## config.mk

```make
export PLATFORM = sky130hd
export DESIGN_NAME = video_stream_tx
export DESIGN_NICKNAME = d
export VERILOG_FILES = /design/src/rtl/video_stream_tx_pkg.sv /design/src/rtl/vid_timing_cnt.sv /design/src/rtl/video_stream_tx.sv
export SDC_FILE = /design/constraint.sdc
export NUM_CORES = 1
export LEC_CHECK = 0
export CAP_MARGIN = 0
export CORE_ASPECT_RATIO = 0.7
export CORE_MARGIN = 8
export CORE_UTILIZATION = 50
export DETAILED_ROUTE_END_ITERATION = 7
export GPL_TIMING_DRIVEN = 0
export HOLD_SLACK_MARGIN = 0.06
export PLACE_DENSITY = 0.82
export RECOVER_POWER = 100
export SYNTH_ARGS = -nofsm -noshare
export SYNTH_HDL_FRONTEND = slang
export SYNTH_SLANG_ARGS = --single-unit
```

## constraint.sdc

```tcl
create_clock -name i_clk -period 4.3 [get_ports i_clk]
set_clock_uncertainty 0.15 [all_clocks]
set_input_delay 0.645 -clock i_clk [delete_from_list [all_inputs] [get_ports i_clk]]
set_output_delay 0.645 -clock i_clk [all_outputs]
set_load 0.05 [all_outputs]
```

## src/rtl/video_stream_tx_pkg.sv

```systemverilog
// Shared canny video package: default raster timing, pattern encodings,
// FSM state type and the pixel pattern generator used by video_stream_tx.
package video_stream_tx_pkg;

  localparam int unsigned DEF_H_ACTIVE = 640;
  localparam int unsigned DEF_H_FP     = 16;
  localparam int unsigned DEF_H_SYNC   = 96;
  localparam int unsigned DEF_H_BP     = 48;
  localparam int unsigned DEF_V_ACTIVE = 480;
  localparam int unsigned DEF_V_FP     = 10;
  localparam int unsigned DEF_V_SYNC   = 2;
  localparam int unsigned DEF_V_BP     = 33;
  localparam bit          DEF_SYNC_POL = 1'b1;

  // Counters need 11 bits: 1024 active pixels plus blanking exceeds 10 bits.
  localparam int unsigned CNT_W   = 11;
  localparam int unsigned COORD_W = 10;

  typedef enum logic [1:0] {
    PatExternal = 2'd0,
    PatRamp     = 2'd1,
    PatChecker  = 2'd2,
    PatReserved = 2'd3
  } pattern_e;

  typedef enum logic [1:0] {
    StIdle  = 2'd0,
    StRun   = 2'd1,
    StDrain = 2'd2
  } state_e;

  // Reserved encoding behaves as external.
  function automatic logic pat_is_ext(input logic [1:0] sel);
    return !((sel == PatRamp) || (sel == PatChecker));
  endfunction

  function automatic logic [7:0] pixel_gen(input logic [1:0]         sel,
                                           input logic [COORD_W-1:0] x,
                                           input logic [COORD_W-1:0] y,
                                           input logic [7:0]         ext);
    logic [7:0] pix;
    case (pattern_e'(sel))
      PatRamp:    pix = x[7:0];
      PatChecker: pix = (x[3] ^ y[3]) ? 8'hFF : 8'h00;
      default:    pix = ext;
    endcase
    return pix;
  endfunction

endpackage

```

## src/rtl/vid_timing_cnt.sv

```systemverilog
// Raster timing counters with de/hs/vs decode (active-high, unregistered).
// Ports: i_clk, i_rst_n (async, active-low), i_en (advance counters);
//        o_h_cnt/o_v_cnt current position, o_de/o_hs/o_vs decode,
//        o_last high at the final count of a frame.
module vid_timing_cnt
  import video_stream_tx_pkg::*;
#(
  parameter int unsigned H_ACTIVE = DEF_H_ACTIVE,
  parameter int unsigned H_FP     = DEF_H_FP,
  parameter int unsigned H_SYNC   = DEF_H_SYNC,
  parameter int unsigned H_BP     = DEF_H_BP,
  parameter int unsigned V_ACTIVE = DEF_V_ACTIVE,
  parameter int unsigned V_FP     = DEF_V_FP,
  parameter int unsigned V_SYNC   = DEF_V_SYNC,
  parameter int unsigned V_BP     = DEF_V_BP
) (
  input  logic             i_clk,
  input  logic             i_rst_n,
  input  logic             i_en,
  output logic [CNT_W-1:0] o_h_cnt,
  output logic [CNT_W-1:0] o_v_cnt,
  output logic             o_de,
  output logic             o_hs,
  output logic             o_vs,
  output logic             o_last
);

  localparam logic [CNT_W-1:0] H_ACT_END  = CNT_W'(H_ACTIVE);
  localparam logic [CNT_W-1:0] H_SYNC_BEG = CNT_W'(H_ACTIVE + H_FP);
  localparam logic [CNT_W-1:0] H_SYNC_END = CNT_W'(H_ACTIVE + H_FP + H_SYNC);
  localparam logic [CNT_W-1:0] H_LAST     = CNT_W'(H_ACTIVE + H_FP + H_SYNC + H_BP - 1);
  localparam logic [CNT_W-1:0] V_ACT_END  = CNT_W'(V_ACTIVE);
  localparam logic [CNT_W-1:0] V_SYNC_BEG = CNT_W'(V_ACTIVE + V_FP);
  localparam logic [CNT_W-1:0] V_SYNC_END = CNT_W'(V_ACTIVE + V_FP + V_SYNC);
  localparam logic [CNT_W-1:0] V_LAST     = CNT_W'(V_ACTIVE + V_FP + V_SYNC + V_BP - 1);

  logic [CNT_W-1:0] r_h_cnt, r_v_cnt;
  logic             w_h_last, w_v_last;

  assign w_h_last = (r_h_cnt == H_LAST);
  assign w_v_last = (r_v_cnt == V_LAST);

  always_ff @(posedge i_clk or negedge i_rst_n) begin
    if (!i_rst_n) begin
      r_h_cnt <= '0;
      r_v_cnt <= '0;
    end else if (i_en) begin
      if (w_h_last) begin
        r_h_cnt <= '0;
        r_v_cnt <= w_v_last ? '0 : r_v_cnt + 1'b1;
      end else begin
        r_h_cnt <= r_h_cnt + 1'b1;
      end
    end
  end

  assign o_h_cnt = r_h_cnt;
  assign o_v_cnt = r_v_cnt;
  assign o_de    = (r_h_cnt < H_ACT_END) && (r_v_cnt < V_ACT_END);
  assign o_hs    = (r_h_cnt >= H_SYNC_BEG) && (r_h_cnt < H_SYNC_END);
  assign o_vs    = (r_v_cnt >= V_SYNC_BEG) && (r_v_cnt < V_SYNC_END);
  assign o_last  = w_h_last && w_v_last;

endmodule

```

## src/rtl/video_stream_tx.sv

```systemverilog
// Video stream transmitter: run/drain FSM, pattern select, two-stage output
// pipeline (stage 1 = pixel request + delayed syncs, stage 2 = video stream).
// Ports: i_clk, i_rst_n (async, active-low), i_en run request,
//        i_pattern_sel source select; o_px_req/o_px_x/o_px_y external read,
//        i_px_data read data one clk after o_px_req; o_vid_data/o_vid_hs/
//        o_vid_vs/o_vid_de output stream; o_frame_start, o_busy status.
module video_stream_tx
  import video_stream_tx_pkg::*;
#(
  parameter int unsigned H_ACTIVE = DEF_H_ACTIVE,
  parameter int unsigned H_FP     = DEF_H_FP,
  parameter int unsigned H_SYNC   = DEF_H_SYNC,
  parameter int unsigned H_BP     = DEF_H_BP,
  parameter int unsigned V_ACTIVE = DEF_V_ACTIVE,
  parameter int unsigned V_FP     = DEF_V_FP,
  parameter int unsigned V_SYNC   = DEF_V_SYNC,
  parameter int unsigned V_BP     = DEF_V_BP,
  parameter bit          SYNC_POL = DEF_SYNC_POL
) (
  input  logic               i_clk,
  input  logic               i_rst_n,
  input  logic               i_en,
  input  logic [1:0]         i_pattern_sel,
  output logic               o_px_req,
  output logic [COORD_W-1:0] o_px_x,
  output logic [COORD_W-1:0] o_px_y,
  input  logic [7:0]         i_px_data,
  output logic [7:0]         o_vid_data,
  output logic               o_vid_hs,
  output logic               o_vid_vs,
  output logic               o_vid_de,
  output logic               o_frame_start,
  output logic               o_busy
);

  state_e           r_state, w_state_next;
  logic             w_running;
  logic [CNT_W-1:0] w_h_cnt, w_v_cnt;
  logic             w_de, w_hs, w_vs, w_last, w_origin;
  logic [1:0]       r_pat, w_pat;

  // Stage 1 registers
  logic               r_px_req, r_de1, r_hs1, r_vs1, r_fs1;
  logic [COORD_W-1:0] r_px_x, r_px_y;
  logic [1:0]         r_pat1;

  // Stage 2 registers
  logic [7:0] r_vid_data;
  logic       r_vid_hs, r_vid_vs, r_vid_de, r_frame_start;

  vid_timing_cnt #(
    .H_ACTIVE (H_ACTIVE),
    .H_FP     (H_FP),
    .H_SYNC   (H_SYNC),
    .H_BP     (H_BP),
    .V_ACTIVE (V_ACTIVE),
    .V_FP     (V_FP),
    .V_SYNC   (V_SYNC),
    .V_BP     (V_BP)
  ) u_timing (
    .i_clk   (i_clk),
    .i_rst_n (i_rst_n),
    .i_en    (w_running),
    .o_h_cnt (w_h_cnt),
    .o_v_cnt (w_v_cnt),
    .o_de    (w_de),
    .o_hs    (w_hs),
    .o_vs    (w_vs),
    .o_last  (w_last)
  );

  always_ff @(posedge i_clk or negedge i_rst_n) begin
    if (!i_rst_n) r_state <= StIdle;
    else          r_state <= w_state_next;
  end

  // A frame only ends at its last count; en at that point decides whether
  // the next frame follows back-to-back.
  always_comb begin
    w_state_next = r_state;
    w_running    = 1'b0;
    unique case (r_state)
      StIdle: begin
        if (i_en) w_state_next = StRun;
      end
      StRun: begin
        w_running = 1'b1;
        if (!i_en) w_state_next = w_last ? StIdle : StDrain;
      end
      StDrain: begin
        w_running = 1'b1;
        if (i_en)        w_state_next = StRun;
        else if (w_last) w_state_next = StIdle;
      end
      default: w_state_next = StIdle;
    endcase
  end

  // Pattern is captured at the frame origin; the origin pixel itself
  // already uses the freshly sampled value.
  assign w_origin = (w_h_cnt == '0) && (w_v_cnt == '0);
  assign w_pat    = w_origin ? i_pattern_sel : r_pat;

  always_ff @(posedge i_clk or negedge i_rst_n) begin
    if (!i_rst_n) begin
      r_pat    <= '0;
      r_px_req <= 1'b0;
      r_px_x   <= '0;
      r_px_y   <= '0;
      r_de1    <= 1'b0;
      r_hs1    <= 1'b0;
      r_vs1    <= 1'b0;
      r_fs1    <= 1'b0;
      r_pat1   <= '0;
    end else begin
      if (w_running && w_origin) r_pat <= i_pattern_sel;
      r_px_req <= w_running && w_de && pat_is_ext(w_pat);
      r_px_x   <= w_h_cnt[COORD_W-1:0];
      r_px_y   <= w_v_cnt[COORD_W-1:0];
      r_de1    <= w_running && w_de;
      r_hs1    <= w_running && w_hs;
      r_vs1    <= w_running && w_vs;
      r_fs1    <= w_running && w_origin;
      r_pat1   <= w_pat;
    end
  end

  always_ff @(posedge i_clk or negedge i_rst_n) begin
    if (!i_rst_n) begin
      r_vid_data    <= 8'h00;
      r_vid_de      <= 1'b0;
      r_vid_hs      <= ~SYNC_POL;
      r_vid_vs      <= ~SYNC_POL;
      r_frame_start <= 1'b0;
    end else begin
      r_vid_data    <= r_de1 ? pixel_gen(r_pat1, r_px_x, r_px_y, i_px_data) : 8'h00;
      r_vid_de      <= r_de1;
      r_vid_hs      <= r_hs1 ? SYNC_POL : ~SYNC_POL;
      r_vid_vs      <= r_vs1 ? SYNC_POL : ~SYNC_POL;
      r_frame_start <= r_fs1;
    end
  end

  assign o_px_req      = r_px_req;
  assign o_px_x        = r_px_x;
  assign o_px_y        = r_px_y;
  assign o_vid_data    = r_vid_data;
  assign o_vid_de      = r_vid_de;
  assign o_vid_hs      = r_vid_hs;
  assign o_vid_vs      = r_vid_vs;
  assign o_frame_start = r_frame_start;
  assign o_busy        = (r_state != StIdle);

endmodule

```

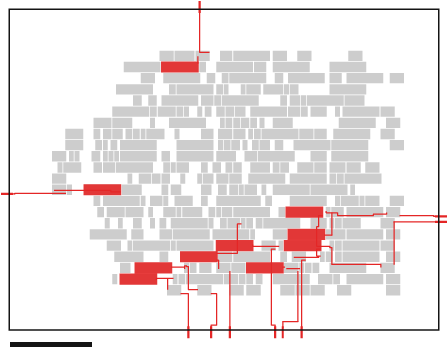
(I/O nets highlighted)
The bar under the picture is 20 um long.
`o_px_x`: drawn in red, bits 10, direction output, edge 6 south, 2 east, 1 north, 1 west, end cells 10, buffers 10, wire 273 um.
Ports: 47
count of input and output buffers: 46

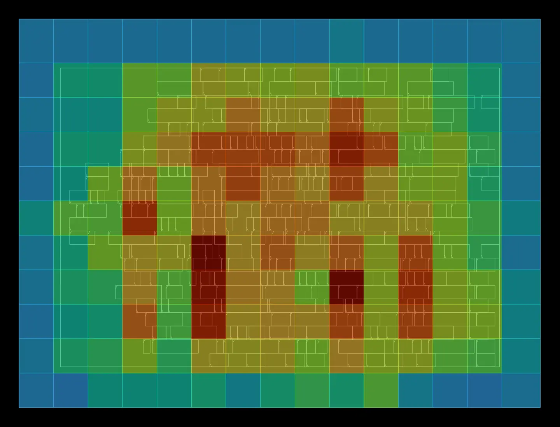
(track usage over the die)
grt met1 use: 0.194
routing usage on met3: 0.0627

==> reports/results.tsv <==
metric	value	unit
outcome	completed	
CTS sink count	65	
final total power	2100	uW
Seq area share	0.473	
Sequential Power	825	uW
worst vdd ir	0.308	mV
Adder Share, Synth	0.0459	
All-Layer GR Usage	0.153	
crit path max fanout	10	
Syn Std Cell Area	2730	sq um
Non-clock buffer share	0.146	
area growth from synthesis to layout	26.0	%
Psw	836	uW
actual slew at the worst max-slew pin	1340	ps
grt peak-use layer	met2	
clock-pin slew on the worst setup and hold paths	60	ps
final WL	5710	um
Top Layer Used	met4	
mi-comb count	154	
share of cells above drive strength 1	0.0800	
simple share	0.183	
commonest cells in the synthesized netlist	dfrtp_1, nand2_1, o21ai_0	
CTS hold repair buffers	0	
Critical Path Sink Type	register	
CLK BUF	11	
Mean Syn Cell Area	11.5	sq um
cell taking the most area after synthesis	dfrtp_1	
Hold Path Stages	0	
placed cell area	3290	sq um
final max-slew violation count	0	
Clock Path Buffers	2	
Layout Cell Area excl Fill	3440	sq um
register-to-register setup slack	1470	ps
first drt pass iteration count	4	
Root Buffer	clkbuf_8	
Nets	318	
largest stage delay on the critical path	450	ps
most numerous logic cell after layout	dfrtp_1	
fillcell total	393	
worst hold slack	210	ps
pin count of the biggest net entering global routing	42	
Area leader share	0.596	
number of enable flip-flop cells	0	
Layout Utilization	0.654	
CP delay by family, top	simple AND/OR/NAND/NOR gates	
CTS tree	built	
Top non-seq family	simple AND/OR/NAND/NOR gates	
number of synthesis warnings	0	
asr flop ratio synth	1.00	
CP Launch Point	r_state[1]$_DFFE_PN0P_	
detailed-route via count	1962	
Internal	1260	uW
clk cell area share	0.0571	
Routed Antenna Nets	0	
Synth Instances	237	
Fmax achieved	353	MHz
GR Overflow Total	0	
wire length on met3	370	um
Inst Count DP	356	
hold path startpoint	r_vs1$_DFF_PN0_	
Non-clk bufs	52	
critical path class	register to register	
startpoint types	register	
Top Consumer	sequential cells	
Hold Fails Final Rpt	0	
met1 WL	2610	um
Synth Register Bits	65	
initial antenna violation count	0	
Critical R2R Capture	u_timing.o_v_cnt[8]$_DFFE_PN0P_	
Bufs and invs on worst path	3	
htree depth	3	
# rows	22	
die extent in x	104	um
post-CTS setup buffer count	0	
Worst Hold Class	register to register	
max_slew headroom	0.108	
hold endpoint	o_vid_vs$_DFF_PN0_	
final sequential cell count	65	
Seq/Total Area, Yosys	0.596	
combinational fraction of design power	0.368	
vias per cell	5.27	
final worst slack	1470	ps
FP Util	0.519	
CP most frequent cell	clkbuf_1	
met2 WL	2660	um
Critical Path, Cell by Cell	inv_1 > ha_1 > clkbuf_1 > nand3_1 > or4_1 > clkbuf_1 > nor4_1 > xor2_1	
Yosys Instances	237	
worst reg2reg startpoint	r_state[1]$_DFFE_PN0P_	
Switching Share	0.399	
# setup viols final	0	
Multi-input gate area	977	sq um
Detailed Place HPWL	4110	um
core area	5260	sq um
Signal inverters	13	
RSZ-0062 raised after global routing	false	
Req. time, crit path	4410	ps
Place WS	1710	ps
Initial DRC Count	188	
Yosys chip area	2730	sq um
clock share of power	0.239	
gp weighted congestion	0.845	
Flop area	1630	sq um
Flop pwr share	0.394	
Main synth FF type	dfrtp_1	
clk ins delay skew pair	340	ps
comb pwr	772	uW
max cap viols	0	
DIE HEIGHT	77.8	um
Post-Layout Cell Count	372	
Leading cell kind	flip-flops and latches	
Cell area leaders	dfrtp_1, ha_1, nand2_1	
Mux area share	0.0202	
Die Area	8120	sq um
n_diodes	0	
Clk. pwr	500	uW
vias in the first global route	1928	
worst setup path end	u_timing.o_v_cnt[8]$_DFFE_PN0P_	
syn nets	260	
DR DRC count	0	
Comb area share	0.284	
post_cts resized	0	
most common cell in the synthesized netlist	dfrtp_1	
Well-Tap Cells	72	
fin crit period	2830	ps
Compound Share, Synth	0.0679	
pwr/cell area	610	nW/um^2
Setup TNS	0	ps
yosys xor share	0.0514	
Leakage	0.00164	uW
Arr. time, crit path	2950	ps
Yosys cell types	40	
critical path depth in cells	8	
routed length per instance	15.4	um
R2R depth	8	
Top Layout Cells	dfrtp_1, dlygate4sd3_1, nand2_1	
Power figures rest on the tool's default switching activity, not on a simulated workload.
